**Close-up of the layout**

Region (43, 43) to (63, 63) um. Cells in grey, sequential cells in the stronger grey; small squares are vias.
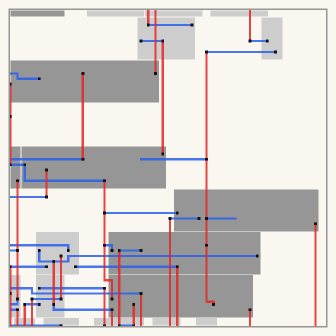
**Placement density heat map**

The die is cut into 7 by 7 equal tiles; white is low, dark blue is high, 0 to 100% covered.
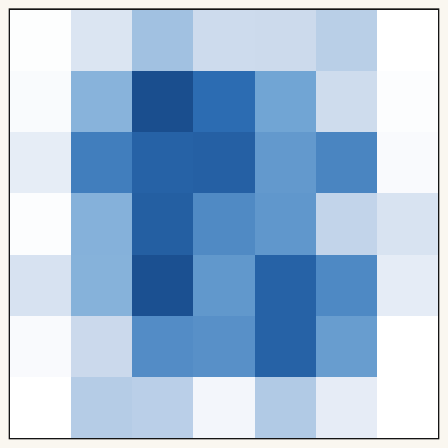
**Cells by drive strength**

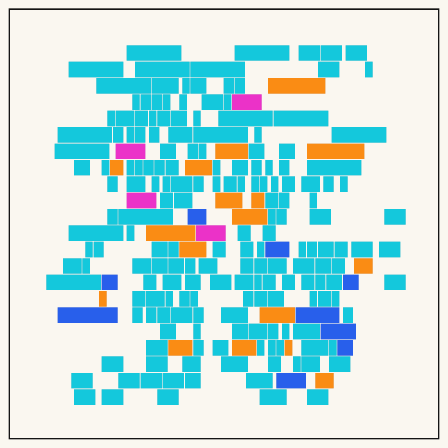
### src/rtl/elevator_car_sequencer_if.sv
// Request-queue access bundle between the car sequencer (master) and the
// per-floor request queue (slave): status read path plus the clear-write strobe.
interface elevator_car_sequencer_if #(
    parameter int FLOOR_COUNT = 7,
    parameter int FLOOR_W     = 3
);
    logic [FLOOR_COUNT-1:0] queue_status;
    logic                   q_r_nwr;
    logic                   q_deassert;
    logic [FLOOR_W-1:0]     q_floor;

    modport master (
        input  queue_status,
        output q_r_nwr,
        output q_deassert,
        output q_floor
    );

    modport slave (
        output queue_status,
        input  q_r_nwr,
        input  q_deassert,
        input  q_floor
    );
endinterface

### src/rtl/elevator_car_sequencer.sv
// Elevator car sequencer: SCAN-policy consumer of the per-floor request queue.
// Moves the car one floor per TRAVEL_CYCLES, clears the served request with a
// one-cycle queue write and holds the door open for DOOR_CYCLES.
// All outputs are registered from the next-state logic (Moore).
// Optional feature macro: DOOR_HOLD_EN adds the door_hold input, which keeps
// the door timer reloaded while asserted during DOOR.
module elevator_car_sequencer #(
    parameter int FLOOR_COUNT   = 7,
    parameter int FLOOR_W       = 3,
    parameter int TRAVEL_CYCLES = 16,
    parameter int DOOR_CYCLES   = 32
) (
    input  logic                         clk,
    input  logic                         reset,
    elevator_car_sequencer_if.master     qbus,
`ifdef DOOR_HOLD_EN
    input  logic                         door_hold,
`endif
    output logic [FLOOR_W-1:0]           current_floor,
    output logic [1:0]                   direction,
    output logic                         moving,
    output logic                         door_open
);

    localparam int MAX_CYC = (TRAVEL_CYCLES > DOOR_CYCLES) ? TRAVEL_CYCLES : DOOR_CYCLES;
    localparam int CNT_W   = $clog2(MAX_CYC);

    localparam logic [CNT_W-1:0]   HOP_LOAD  = CNT_W'(TRAVEL_CYCLES - 1);
    localparam logic [CNT_W-1:0]   DOOR_LOAD = CNT_W'(DOOR_CYCLES - 1);
    localparam logic [FLOOR_W-1:0] TOP_FLOOR = FLOOR_W'(FLOOR_COUNT - 1);

    localparam logic [1:0] DIR_IDLE = 2'b00;
    localparam logic [1:0] DIR_UP   = 2'b01;
    localparam logic [1:0] DIR_DN   = 2'b10;

    typedef enum logic [1:0] {S_IDLE, S_MOVING, S_CLEAR, S_DOOR} state_t;

    state_t               r_state,  w_state_nxt;
    logic [FLOOR_W-1:0]   r_floor,  w_floor_nxt;
    logic [1:0]           r_dir,    w_dir_nxt;
    logic                 r_last_up, w_last_up_nxt;
    logic [CNT_W-1:0]     r_cnt,    w_cnt_nxt;
    logic                 r_door_first, w_door_first_nxt;
    logic                 r_moving, r_door_open, r_q_r_nwr, r_q_deassert;

    logic [FLOOR_W-1:0]   w_step_floor;
    logic                 w_req_here, w_req_above, w_req_below, w_go_up;
    logic                 w_step_here, w_step_beyond;

    // Request bit at floor f (floors outside the queue read as no request).
    function automatic logic req_at(input logic [FLOOR_COUNT-1:0] qs, input logic [FLOOR_W-1:0] f);
        logic hit;
        hit = 1'b0;
        for (int i = 0; i < FLOOR_COUNT; i++)
            if (i == int'(f)) hit = qs[i];
        return hit;
    endfunction

    // Any request strictly above floor f.
    function automatic logic req_above(input logic [FLOOR_COUNT-1:0] qs, input logic [FLOOR_W-1:0] f);
        logic hit;
        hit = 1'b0;
        for (int i = 0; i < FLOOR_COUNT; i++)
            if (i > int'(f)) hit = hit | qs[i];
        return hit;
    endfunction

    // Any request strictly below floor f.
    function automatic logic req_below(input logic [FLOOR_COUNT-1:0] qs, input logic [FLOOR_W-1:0] f);
        logic hit;
        hit = 1'b0;
        for (int i = 0; i < FLOOR_COUNT; i++)
            if (i < int'(f)) hit = hit | qs[i];
        return hit;
    endfunction

    assign w_req_here  = req_at(qbus.queue_status, r_floor);
    assign w_req_above = req_above(qbus.queue_status, r_floor);
    assign w_req_below = req_below(qbus.queue_status, r_floor);
    // With requests on both sides keep sweeping the way we last went.
    assign w_go_up     = (w_req_above && w_req_below) ? r_last_up : w_req_above;

    // Floor reached at the end of the current hop, clamped to the shaft ends.
    assign w_step_floor = (r_dir == DIR_UP) ? ((r_floor < TOP_FLOOR) ? r_floor + FLOOR_W'(1) : r_floor)
                                            : ((r_floor != '0)       ? r_floor - FLOOR_W'(1) : r_floor);
    assign w_step_here   = req_at(qbus.queue_status, w_step_floor);
    assign w_step_beyond = (r_dir == DIR_UP) ? req_above(qbus.queue_status, w_step_floor)
                                             : req_below(qbus.queue_status, w_step_floor);

    // Next-state and next-datapath decisions for the SCAN sequencer.
    always_comb begin
        w_state_nxt      = r_state;
        w_floor_nxt      = r_floor;
        w_dir_nxt        = r_dir;
        w_last_up_nxt    = r_last_up;
        w_cnt_nxt        = r_cnt;
        w_door_first_nxt = 1'b0;
        case (r_state)
            S_IDLE: begin
                w_dir_nxt = DIR_IDLE;
                if (w_req_here) begin
                    w_state_nxt = S_CLEAR;
                end else if (w_req_above || w_req_below) begin
                    w_state_nxt   = S_MOVING;
                    w_dir_nxt     = w_go_up ? DIR_UP : DIR_DN;
                    w_last_up_nxt = w_go_up;
                    w_cnt_nxt     = HOP_LOAD;
                end
            end
            S_MOVING: begin
                if (r_cnt == '0) begin
                    w_floor_nxt = w_step_floor;
                    if (w_step_here) begin
                        w_state_nxt = S_CLEAR;
                    end else if (w_step_beyond) begin
                        w_cnt_nxt = HOP_LOAD;
                    end else begin
                        w_state_nxt = S_IDLE;
                        w_dir_nxt   = DIR_IDLE;
                    end
                end else begin
                    w_cnt_nxt = r_cnt - CNT_W'(1);
                end
            end
            S_CLEAR: begin
                w_state_nxt      = S_DOOR;
                w_cnt_nxt        = DOOR_LOAD;
                w_door_first_nxt = 1'b1;
            end
            S_DOOR: begin
                // The first door cycle still sees the bit we just cleared.
                if (!r_door_first && w_req_here) begin
                    w_state_nxt = S_CLEAR;
`ifdef DOOR_HOLD_EN
                end else if (door_hold) begin
                    w_cnt_nxt = DOOR_LOAD;
`endif
                end else if (r_cnt == '0) begin
                    w_state_nxt = S_IDLE;
                    w_dir_nxt   = DIR_IDLE;
                end else begin
                    w_cnt_nxt = r_cnt - CNT_W'(1);
                end
            end
            default: begin
                w_state_nxt = S_IDLE;
            end
        endcase
    end

    // State, datapath and registered Moore outputs; asynchronous reset re-homes the car.
    always_ff @(posedge clk or posedge reset) begin
        if (reset) begin
            r_state      <= S_IDLE;
            r_floor      <= '0;
            r_dir        <= DIR_IDLE;
            r_last_up    <= 1'b1;
            r_cnt        <= '0;
            r_door_first <= 1'b0;
            r_moving     <= 1'b0;
            r_door_open  <= 1'b0;
            r_q_r_nwr    <= 1'b1;
            r_q_deassert <= 1'b0;
        end else begin
            r_state      <= w_state_nxt;
            r_floor      <= w_floor_nxt;
            r_dir        <= w_dir_nxt;
            r_last_up    <= w_last_up_nxt;
            r_cnt        <= w_cnt_nxt;
            r_door_first <= w_door_first_nxt;
            r_moving     <= (w_state_nxt == S_MOVING);
            r_door_open  <= (w_state_nxt == S_DOOR);
            r_q_r_nwr    <= (w_state_nxt != S_CLEAR);
            r_q_deassert <= (w_state_nxt == S_CLEAR);
        end
    end

    assign current_floor   = r_floor;
    assign direction       = r_dir;
    assign moving          = r_moving;
    assign door_open       = r_door_open;
    assign qbus.q_r_nwr    = r_q_r_nwr;
    assign qbus.q_deassert = r_q_deassert;
    assign qbus.q_floor    = r_floor;

endmodule

### src/flat_wrapper.sv
// flat-port wrapper written by rule: the top's interface ports become plain ports
module elevator_car_sequencer_flat 
#(
    parameter int FLOOR_COUNT   = 7,
    parameter int FLOOR_W       = 3,
    parameter int TRAVEL_CYCLES = 16,
    parameter int DOOR_CYCLES   = 32
)
  (clk, reset, current_floor, direction, moving, door_open, qbus_queue_status, qbus_q_r_nwr, qbus_q_deassert, qbus_q_floor);
  elevator_car_sequencer_if #(.FLOOR_COUNT(FLOOR_COUNT), .FLOOR_W(FLOOR_W)) qbus_i ();
  input  logic clk;
  input  logic reset;
  output logic [FLOOR_W-1:0] current_floor;
  output logic [1:0] direction;
  output logic moving;
  output logic door_open;
  input wire logic [$bits(qbus_i.queue_status)-1:0] qbus_queue_status;
  output wire logic [$bits(qbus_i.q_r_nwr)-1:0] qbus_q_r_nwr;
  output wire logic [$bits(qbus_i.q_deassert)-1:0] qbus_q_deassert;
  output wire logic [$bits(qbus_i.q_floor)-1:0] qbus_q_floor;
  assign qbus_i.queue_status = qbus_queue_status;
  assign qbus_q_r_nwr = qbus_i.q_r_nwr;
  assign qbus_q_deassert = qbus_i.q_deassert;
  assign qbus_q_floor = qbus_i.q_floor;
  elevator_car_sequencer #(.FLOOR_COUNT(FLOOR_COUNT), .FLOOR_W(FLOOR_W), .TRAVEL_CYCLES(TRAVEL_CYCLES), .DOOR_CYCLES(DOOR_CYCLES)) u_core (.clk(clk), .reset(reset), .qbus(qbus_i), .current_floor(current_floor), .direction(direction), .moving(moving), .door_open(door_open));
endmodule
### config.mk
export PLATFORM = sky130hd
export DESIGN_NAME = elevator_car_sequencer_flat
export DESIGN_NICKNAME = d
export VERILOG_FILES = /design/src/rtl/elevator_car_sequencer_if.sv /design/src/rtl/elevator_car_sequencer.sv /design/src/flat_wrapper.sv
export SDC_FILE = /design/constraint.sdc
export NUM_CORES = 1
export LEC_CHECK = 0
export CORE_MARGIN = 5
export CORE_UTILIZATION = 45
export CTS_CLUSTER_DIAMETER = 120
export DETAILED_ROUTE_END_ITERATION = 10
export GPL_ROUTABILITY_DRIVEN = 0
export PLACE_DENSITY = 0.67
export SETUP_SLACK_MARGIN = 0.1
export SLEW_MARGIN = 20
export SYNTH_ARGS = -nofsm -noshare
export SYNTH_HDL_FRONTEND = slang
export SYNTH_SLANG_ARGS = --single-unit
### constraint.sdc
create_clock -name clk -period 3.85 [get_ports clk]
set_input_delay 0.9625 -clock clk [delete_from_list [all_inputs] [get_ports clk]]
set_output_delay 0.9625 -clock clk [all_outputs]
set_load 0.02 [all_outputs]
==> flow_summary.rst <==
Physical design figures
=======================

.. list-table::
   :header-rows: 1

   * - Metric
     - Value
   * - Crit path setup slack, layout
     - 0.483 ns
   * - Tot GR Track Use
     - 0.165
   * - Worst setup timing slack at the placement stage
     - 0.217 ns
   * - Area of all sequential standard cells
     - 453 um2
   * - Design internal power
     - roughly 0.00053 W
   * - Crit Path Max Fanout
     - 8
   * - Critical path buffers and inverters
     - 1
   * - Flip-flops with a built-in enable
     - 0
   * - Final nets
     - 229
   * - Cell Type Count
     - 61
   * - Number of rows created at floorplan
     - 22
   * - Portion of netlist area occupied by mux cells
     - 0.0388
   * - Endpoint of the worst setup timing path
     - u_core.r_cnt[2]
   * - Dominant power group
     - combinational logic
   * - PnR Total Power
     - 0.000877 W
   * - Late-Pin Clk Latency
     - between 0.2 and 0.3 ns
   * - Hold/Removal Path Class
     - register to register
   * - Number of cells traversed by the worst hold path
     - 1
   * - GR peak layer
     - met2
   * - Power density of the placed cells
     - 449 nW/um2
   * - Slowest stage cell, crit path
     - clkdlybuf4s50_1
   * - Drt drc
     - 0
   * - Share of power burned in the clock network
     - 0.177
   * - Top Layout Cells
     - 20 x nand2_1, 20 x clkdlybuf4s50_1, 16 x dfrtp_1, 14 x nor2_1, 11 x a21oi_1
   * - Worst slew margin
     - 0.555
   * - Mapped Avg Cell Area
     - 8.52 um2
   * - Critical path startpoint category
     - input pin
   * - First-pass GRT wire length
     - 6740 um
   * - Post-CTS setup repair buffer count
     - 0
   * - WHS Endpoint
     - u_core.r_cnt[4]
   * - Setup TNS
     - 0 ns
   * - Share of flip-flops with an asynchronous set or reset after synthesis
     - 1.00
   * - Required @ worst endpoint
     - approximately 4 ns
   * - Flip-flop and latch count after synthesis
     - 18
   * - Ratio of routed vias to standard cells
     - 6.01
   * - Post-CTS sizing
     - 0
   * - Dpl hpwl
     - 3070 um
   * - Met1 usage in global routing
     - 0.225
   * - DRT Pass-1 Iters
     - 4
   * - Top logic cell family in the synthesized netlist
     - AND-OR/OR-AND gates
   * - Max Clock Freq
     - 0.297 GHz
   * - Floorplan Utilization
     - 0.462
   * - Startpoint of the most critical hold path
     - u_core.r_cnt[4]
   * - Proportion of total power due to net switching
     - 0.399
   * - Remaining Overflow, GRT
     - 0
   * - Gate family responsible for the most delay along the worst path
     - AND-OR/OR-AND gates
   * - Minimum hold slack
     - 0.508 ns
   * - Fill cell total of the finished layout
     - 335
   * - Least-Margin Pin Slew
     - around 0.67 ns
   * - Min Clock Period, post-route
     - 3.37 ns
   * - Part of the Yosys area used for sequential elements
     - 0.270
   * - Primary flip-flop cell chosen by synthesis mapping
     - dfrtp_1
   * - TritonCTS clock tree
     - built
   * - Summed instance area of the synthesized netlist
     - 1680 um2
   * - CP Cell Sequence
     - clkdlybuf4s50_1 > or3b_1 > a31oi_1 > or4_4 > o32ai_2 > a211oi_2 > nor3b_1 > nand3_1 > a32oi_1
   * - CTS max path bufs
     - 2
   * - Number of hold buffers added after cts
     - 0
   * - Detailed-route wire length on metal 1
     - 1900 um
   * - Peak per-stage delay on the critical path
     - about 0.6 ns
   * - Worst Clk Skew
     - around 0.0037 ns
   * - Max-cap violations
     - 0
   * - Count of buffers inserted at the top-level ports
     - 20
   * - Die Span Y
     - ~71 um
   * - Total number of yosys warnings
     - 0
   * - Chip footprint
     - 5050 um2
   * - DIE WIDTH
     - ~71 um
   * - Capture instance of the worst register-to-register path
     - u_core.direction[1]
   * - Share of cells above drive strength 1
     - 0.142
   * - Switching power total
     - 0.000350 W
   * - Met2 global-route usage
     - 0.254
   * - Largest net degree at the start of global routing
     - 19
   * - Run status
     - complete, no violations
   * - Synthesized-area fraction occupied by adder cells
     - 0.0522
   * - IO Pins
     - 21
   * - Type of element capturing the critical path
     - register
-- 'close-up of the layout' (at the start) --
Blue marks met1. Red marks met2.
Most frequent: dfrtp_1 (3), dfstp_2 (2). Sequential cells in the window: 5. 10 logic cells have their middle in the window. Netlist names of flops here include u_core.direction (2).

-- 'placement density heat map' (at the start) --
The mean over all tiles is 37%. The densest ninth of the die: middle. 16% of the tiles are over 75% full.
area of the core: 3630 um2
final core utilization: 0.537

-- 'cells by drive strength' (at the start) --
Cyan marks drive 1 or less, cells 182, share 86%. Orange marks drive 2, cells 17, share 8.0%. Magenta marks drive 6 and up, cells 4, share 1.9%. Blue marks drive 3 to 4, cells 9, share 4.2%.
Final Cell Area: 1950 um2
area growth from synthesis to layout: 16.3%

==> area by class of cell <==
class,count,area share
timing repair buffer,23,0.114
tap,48,0.0308
inverter,12,0.0231
multi-input combinational,155,0.572
sequential,18,0.232
clock buffer,4,0.0282
==> registers in the layout, summed over array words and instances, names as in the netlist <==
register	flops
u_core.r_door_first	1
u_core.r_cnt	5
u_core.r_last_up	1
u_core.qbus.q_deassert	1
u_core.direction	2
u_core.door_open	1
u_core.qbus.q_r_nwr	1
u_core.current_floor	3
u_core.moving	1
u_core.r_state	2
==> synthesized netlist by cell type, drive strengths merged, types with 4 or more instances <==
library cell  count
a211o             4
a21o              4
clkbuf            5
a21oi            13
nand2b            7
ha                7
nor3              5
inv              12
nor2             14
a31oi             7
nand2            20
o21ai             8
nand3             7
dfrtp            16
buf               7
No activity file was given, so power comes from the tool's default toggle rates.
